$ cat src/rtl/bandai_bus_sequencer.sv
// bandai_bus_sequencer: unlocks the Bandai 2003 mapper, checks its SO signature,
// optionally loads default banks, then serialises host register reads/writes.
module bandai_bus_sequencer #(
  parameter int unsigned WR_CYC     = 2,
  parameter int unsigned RD_CYC     = 2,
  parameter logic [17:0] UNLOCK_SIG = 18'h05140,
  parameter bit          INIT_EN    = 1'b1,
  parameter logic [31:0] INIT_BANKS = 32'hFFFFFFFF
) (
  input  logic       CLK,
  input  logic       RSTn,
  input  logic       cmd_valid,
  output logic       cmd_ready,
  input  logic       cmd_we,
  input  logic [1:0] cmd_reg,
  input  logic [7:0] cmd_data,
  output logic       rsp_valid,
  output logic [7:0] rsp_data,
  output logic       unlocked,
  output logic       unlock_fail,
  input  logic       SO,
  output logic [7:0] bus_addr,
  output logic       CEn,
  output logic       SSn,
  output logic       WEn,
  output logic       OEn,
  output logic [7:0] bus_dq_o,
  output logic       bus_dq_oe,
  input  logic [7:0] bus_dq_i
);
  localparam logic [3:0] KEY1   = 4'd0;
  localparam logic [3:0] KEY2   = 4'd1;
  localparam logic [3:0] SIG    = 4'd2;
  localparam logic [3:0] CHK    = 4'd3;
  localparam logic [3:0] INIT   = 4'd4;
  localparam logic [3:0] IDLE   = 4'd5;
  localparam logic [3:0] WR_SET = 4'd6;
  localparam logic [3:0] WR_STB = 4'd7;
  localparam logic [3:0] WR_REL = 4'd8;
  localparam logic [3:0] RD_ACC = 4'd9;
  localparam logic [3:0] RD_CAP = 4'd10;
  localparam logic [3:0] FAIL   = 4'd11;

  logic [3:0]  state;
  logic [4:0]  cnt;
  logic [17:0] sig;
  logic [1:0]  idx;
  logic        init_mode;
  logic [1:0]  reg_l;
  logic [7:0]  data_l;
  logic        wr, rd;

  always_ff @(posedge CLK or negedge RSTn) begin
    if (!RSTn) begin
      state       <= KEY1;
      cnt         <= '0;
      sig         <= '0;
      idx         <= '0;
      init_mode   <= 1'b0;
      reg_l       <= '0;
      data_l      <= '0;
      rsp_valid   <= 1'b0;
      rsp_data    <= '0;
      unlocked    <= 1'b0;
      unlock_fail <= 1'b0;
    end else begin
      rsp_valid <= 1'b0;
      case (state)
        KEY1: state <= KEY2;
        KEY2: state <= SIG;
        SIG: begin
          sig <= {SO, sig[17:1]};
          cnt <= cnt + 5'd1;
          if (cnt == 5'd17) begin
            cnt   <= '0;
            state <= CHK;
          end
        end
        CHK: begin
          if (sig == UNLOCK_SIG) begin
            unlocked  <= 1'b1;
            init_mode <= INIT_EN;
            state     <= INIT_EN ? INIT : IDLE;
          end else begin
            unlock_fail <= 1'b1;
            state       <= FAIL;
          end
        end
        INIT: begin
          reg_l  <= idx;
          data_l <= INIT_BANKS[{idx, 3'b000} +: 8];
          state  <= WR_SET;
        end
        IDLE: if (cmd_valid) begin
          reg_l  <= cmd_reg;
          data_l <= cmd_data;
          state  <= cmd_we ? WR_SET : RD_ACC;
        end
        WR_SET: state <= WR_STB;
        WR_STB: begin
          cnt <= cnt + 5'd1;
          if (cnt == 5'(WR_CYC - 1)) begin
            cnt   <= '0;
            state <= WR_REL;
          end
        end
        WR_REL: begin
          // init writes walk C0h..C3h, host writes go straight back to IDLE
          if (init_mode) begin
            idx       <= idx + 2'd1;
            init_mode <= idx != 2'd3;
            state     <= idx == 2'd3 ? IDLE : INIT;
          end else
            state <= IDLE;
        end
        RD_ACC: begin
          cnt <= cnt + 5'd1;
          if (cnt == 5'(RD_CYC - 1)) begin
            cnt   <= '0;
            state <= RD_CAP;
          end
        end
        RD_CAP: begin
          rsp_data  <= bus_dq_i;
          rsp_valid <= 1'b1;
          state     <= IDLE;
        end
        default: state <= FAIL;
      endcase
    end
  end

  assign wr        = state == WR_SET || state == WR_STB || state == WR_REL;
  assign rd        = state == RD_ACC || state == RD_CAP;
  assign cmd_ready = state == IDLE;
  assign CEn       = 1'b1;
  assign SSn       = !(wr || rd);
  assign WEn       = state != WR_STB;
  assign OEn       = !rd;
  assign bus_dq_oe = wr;
  assign bus_dq_o  = data_l;
  assign bus_addr  = state == KEY1 ? 8'h5A : state == KEY2 ? 8'hA5 : (wr || rd) ? {6'b110000, reg_l} : 8'h00;
endmodule

$ cat config.mk
export PLATFORM = sky130hd
export DESIGN_NAME = bandai_bus_sequencer
export DESIGN_NICKNAME = d
export VERILOG_FILES = /design/src/rtl/bandai_bus_sequencer.sv
export SDC_FILE = /design/constraint.sdc
export NUM_CORES = 1
export LEC_CHECK = 0
export CAP_MARGIN = 20
export CORE_UTILIZATION = 30
export CTS_BUF_LIST = sky130_fd_sc_hd__clkbuf_8
export DETAILED_ROUTE_END_ITERATION = 10
export DONT_BUFFER_PORTS = 1
export PLACE_DENSITY = 0.52
export SYNTH_ARGS = -nofsm -noshare
export SYNTH_HDL_FRONTEND = slang
export SYNTH_SLANG_ARGS = --single-unit
$ cat constraint.sdc
create_clock -name CLK -period 5.2 [get_ports CLK]
set_clock_uncertainty 0.2 [all_clocks]
set_input_delay 0.52 -clock CLK [delete_from_list [all_inputs] [get_ports CLK]]
set_output_delay 0.52 -clock CLK [all_outputs]
set_load 0.03 [all_outputs]
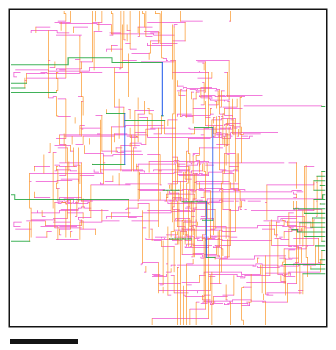
layers.png
Scale bar: 20 um.
[M1] magenta | wire length: 2220 um
[M4] blue | wire length: 74.1 um
[M2] orange | wire length: 2240 um
[M3] green | wire length: 257 um
DR vias: 1577
GRT Overall Usage: 0.121
final WL: 4.79 mm
Wirelength per Cell: 15.0 um

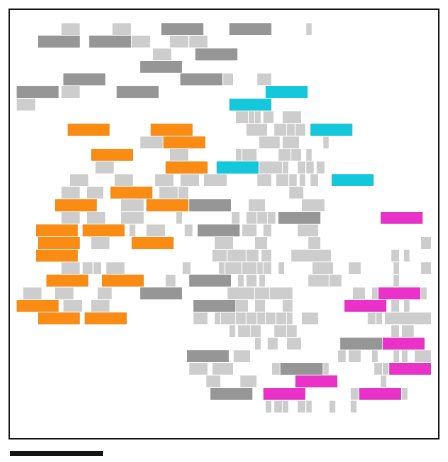
ff_map.png
Scale bar: 20 um.
[`sig`] orange | placed flops: 18 | where: middle left
[`bus_dq_o`] magenta | placed flops: 8 | where: lower right
[`cnt`] cyan | placed flops: 5
Seq area share: 0.475
seq pwr: 0.396 mW

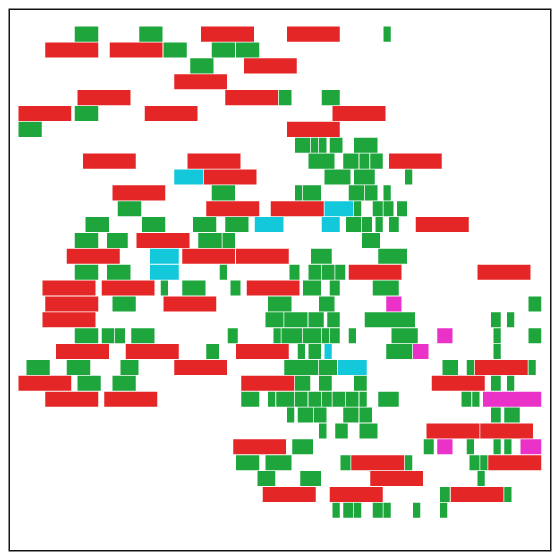
class_map.png
[remaining logic cells] green | cells: 152 | share of their area: 44%
[clock drivers and dummy loads] cyan | cells: 8 | share of their area: 3.7%
[remaining buffers and delay cells] magenta | cells: 6 | share of their area: 2.6%
[registers] red | cells: 51 | share of their area: 50%
final core utilization: 0.344
design area: 2690 um2
cell row count: 32

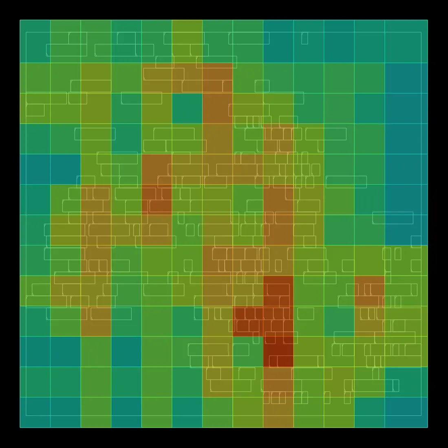
congestion_map.png
met1 usage: 0.163
GRT Max-Usage Layer: met2
met3 Usage GRT: 0.0361

==> reports/summary.txt <==
status = finished clean
Reg clk slew, reported paths = 0.09 ns
Fmax = 300 MHz
Hold Crit Class = input pin to register
CTS H-tree lvls = 2
Crit path largest cell delay = 0.60 ns
# setup viols final = 0
worst reg2reg setup slack = 2.76 ns
Post-CTS Repair Setup Buffers = 0
MaxCap Viol Count = 0
syn_nets = 243
crit-path cells = nor4b_1, o21bai_1, nand2b_1, inv_1, nand2b_1
final setup margin = 1.87 ns
first-pass GRT wire length = 8.07 mm
Mapped Cells = 217
number of fill cells = 789
Tool Warnings = 27
Max-area cell share = 0.519
die area = 8560 um2
Worst Setup SP = state[0]
diode count = 0
antenna violations before repair = 0
top logic cell by instance count in the layout = dfrtp_1
Max Used Layer = met4
root buffer cell = clkbuf_8
Synth Area per Inst = 11.3 um2
drt first pass iters = 4
Tmin final = 3.33 ns
synth unique cells = 45
r2r endpoint = state[2]
ratio of cells with drive above 1 in the final layout = 0.226
CP endpoint kind = output port
CTS Buf Count = 5
CP Capture Point = bus_addr[7]
Pwr Density = 243 nW/um2
Hold Buf Count CTS = 2
Nets = 242
Placer Congestion = 0.746
Least-Margin Pin Slew = 0.736 ns
GR Util met2 = 0.184
vias in the first global route = 1587
VDD IR-drop max = 0.108 mV
Yosys top cell by area = dfrtp_1
worst path arrival time = 2.61 ns
Die Span X = 92.5 um
dominant logic cell types in the final layout = dfrtp_1 (51), mux2_2 (27), o21ai_0 (16), nand2_1 (15), nor2_1 (14)
yosys cell count = 217
final hold violations = 0
Congestion Overflow GR = 0
# clock sinks = 51
Final ANT Viol Nets = 0
Syn. warnings = 0
Max stage delay cell, worst path = dfrtp_1
IO buf count = 0
Cell area leaders = dfrtp_1 (52%), mux2_2 (12%), o21ai_0 (3.5%)
Pleak = 1.25 nW
core utilization at floorplan = 0.315
Async SR Flop Fraction = 1.00
cell family with most CP delay = simple AND/OR/NAND/NOR gates
Setup CP Type = register to output port
Yosys Chip Area = 2460 um2
count of library flops with an enable pin = 0
final worst-path cycle share = 0.641
Rel. slew slack = 0.507
clock tree buffer depth = 2
pre-CTS WS = 2.17 ns
Worst R2R Start = state[0]
Fin Setup TNS = 0 ns
Top cell by count, worst path = nand2b_1
Via density = 4.94
clk_lat worst skew = 0.31 ns
Iter 0 DRT Violations = 84
count leader, synth = dfrtp_1
post_cts resized = 0
Yosys reg bits = 51
Post-synth top flop = dfrtp_1
drt drc = 0
CP Depth = 5
routed wl met2 = 2.24 mm
max-slew violations = 0
crit start category = register
Area Overhead vs Synth = 9.31%
met1 WL = 2.22 mm
critical path buffer and inverter count = 1
I/O pin total = 56
Seq share, synth = 0.519
CP max FO = 15
hpwl dp = 3.33 mm
[kinds of logic after synthesis]
family                     after synthesis  synth area share
and+or+nand+nor                         68             0.170
DFF                                     51             0.519
AOI/OAI and AO/OA                       38            0.0982
muxes                                   32             0.145
buffers and inverters                   21            0.0407
adders and majority gates                3            0.0153
xor gates and xnor gates                 3            0.0107
other                                    1           0.00153
[stage by stage]
step | total power [mW] | area, um2 | cells | util | hold slack [ns]
finish | 0.652 | 2690 | 319 | 0.344 | 0.158
global route | 0.681 | 2690 | 319 | 0.344 | 0.140
CTS | 0.667 | 2690 | 319 | 0.344 | 0.143
detailed placement | 0.406 | 2550 | 309 | 0.327 | 0.0255
global placement | 0.406 | 2550 | 308 | 0.326 | 0.0255
floorplan | 0.407 | 2460 | 217 | - | 0.0244
[power by group]
part           switching, mW  total [mW]  internal (mW)
combinational        0.00966      0.0131        0.00339
sequential                 0       0.396          0.396
clock                  0.135       0.243          0.107
total                  0.145       0.652          0.507
[state kept, by name (all words and copies together) (netlist names)]
signal       cells
unlock_fail      1
cnt              5
idx              2
state            4
bus_dq_o         8
rsp_valid        1
rsp_data         8
sig             18
init_mode        1
reg_l            2
unlocked         1
[worst min-delay path by stage]
stage	to	depth (start not counted)	start
after global placement	bus_dq_o[2]	0	RSTn
after floorplan	bus_dq_o[0]	0	RSTn
final	rsp_data[0]	1	bus_dq_i[0]
after global routing	rsp_data[3]	1	bus_dq_i[3]
after CTS	rsp_data[2]	1	bus_dq_i[2]
after detailed placement	bus_dq_o[2]	0	RSTn
[final cells by class]
class                   count  area (um2)  share of cell area
multi-input cells         145        1090               0.407
flip-flops and latches     51        1280               0.475
clock buffers               6        82.6              0.0307
inverters                   7        26.3             0.00978
clock inverters             2        12.5             0.00466
repair buffers              6        67.6              0.0251
well taps                 102         128              0.0475
Power and IR drop assume default switching activity.
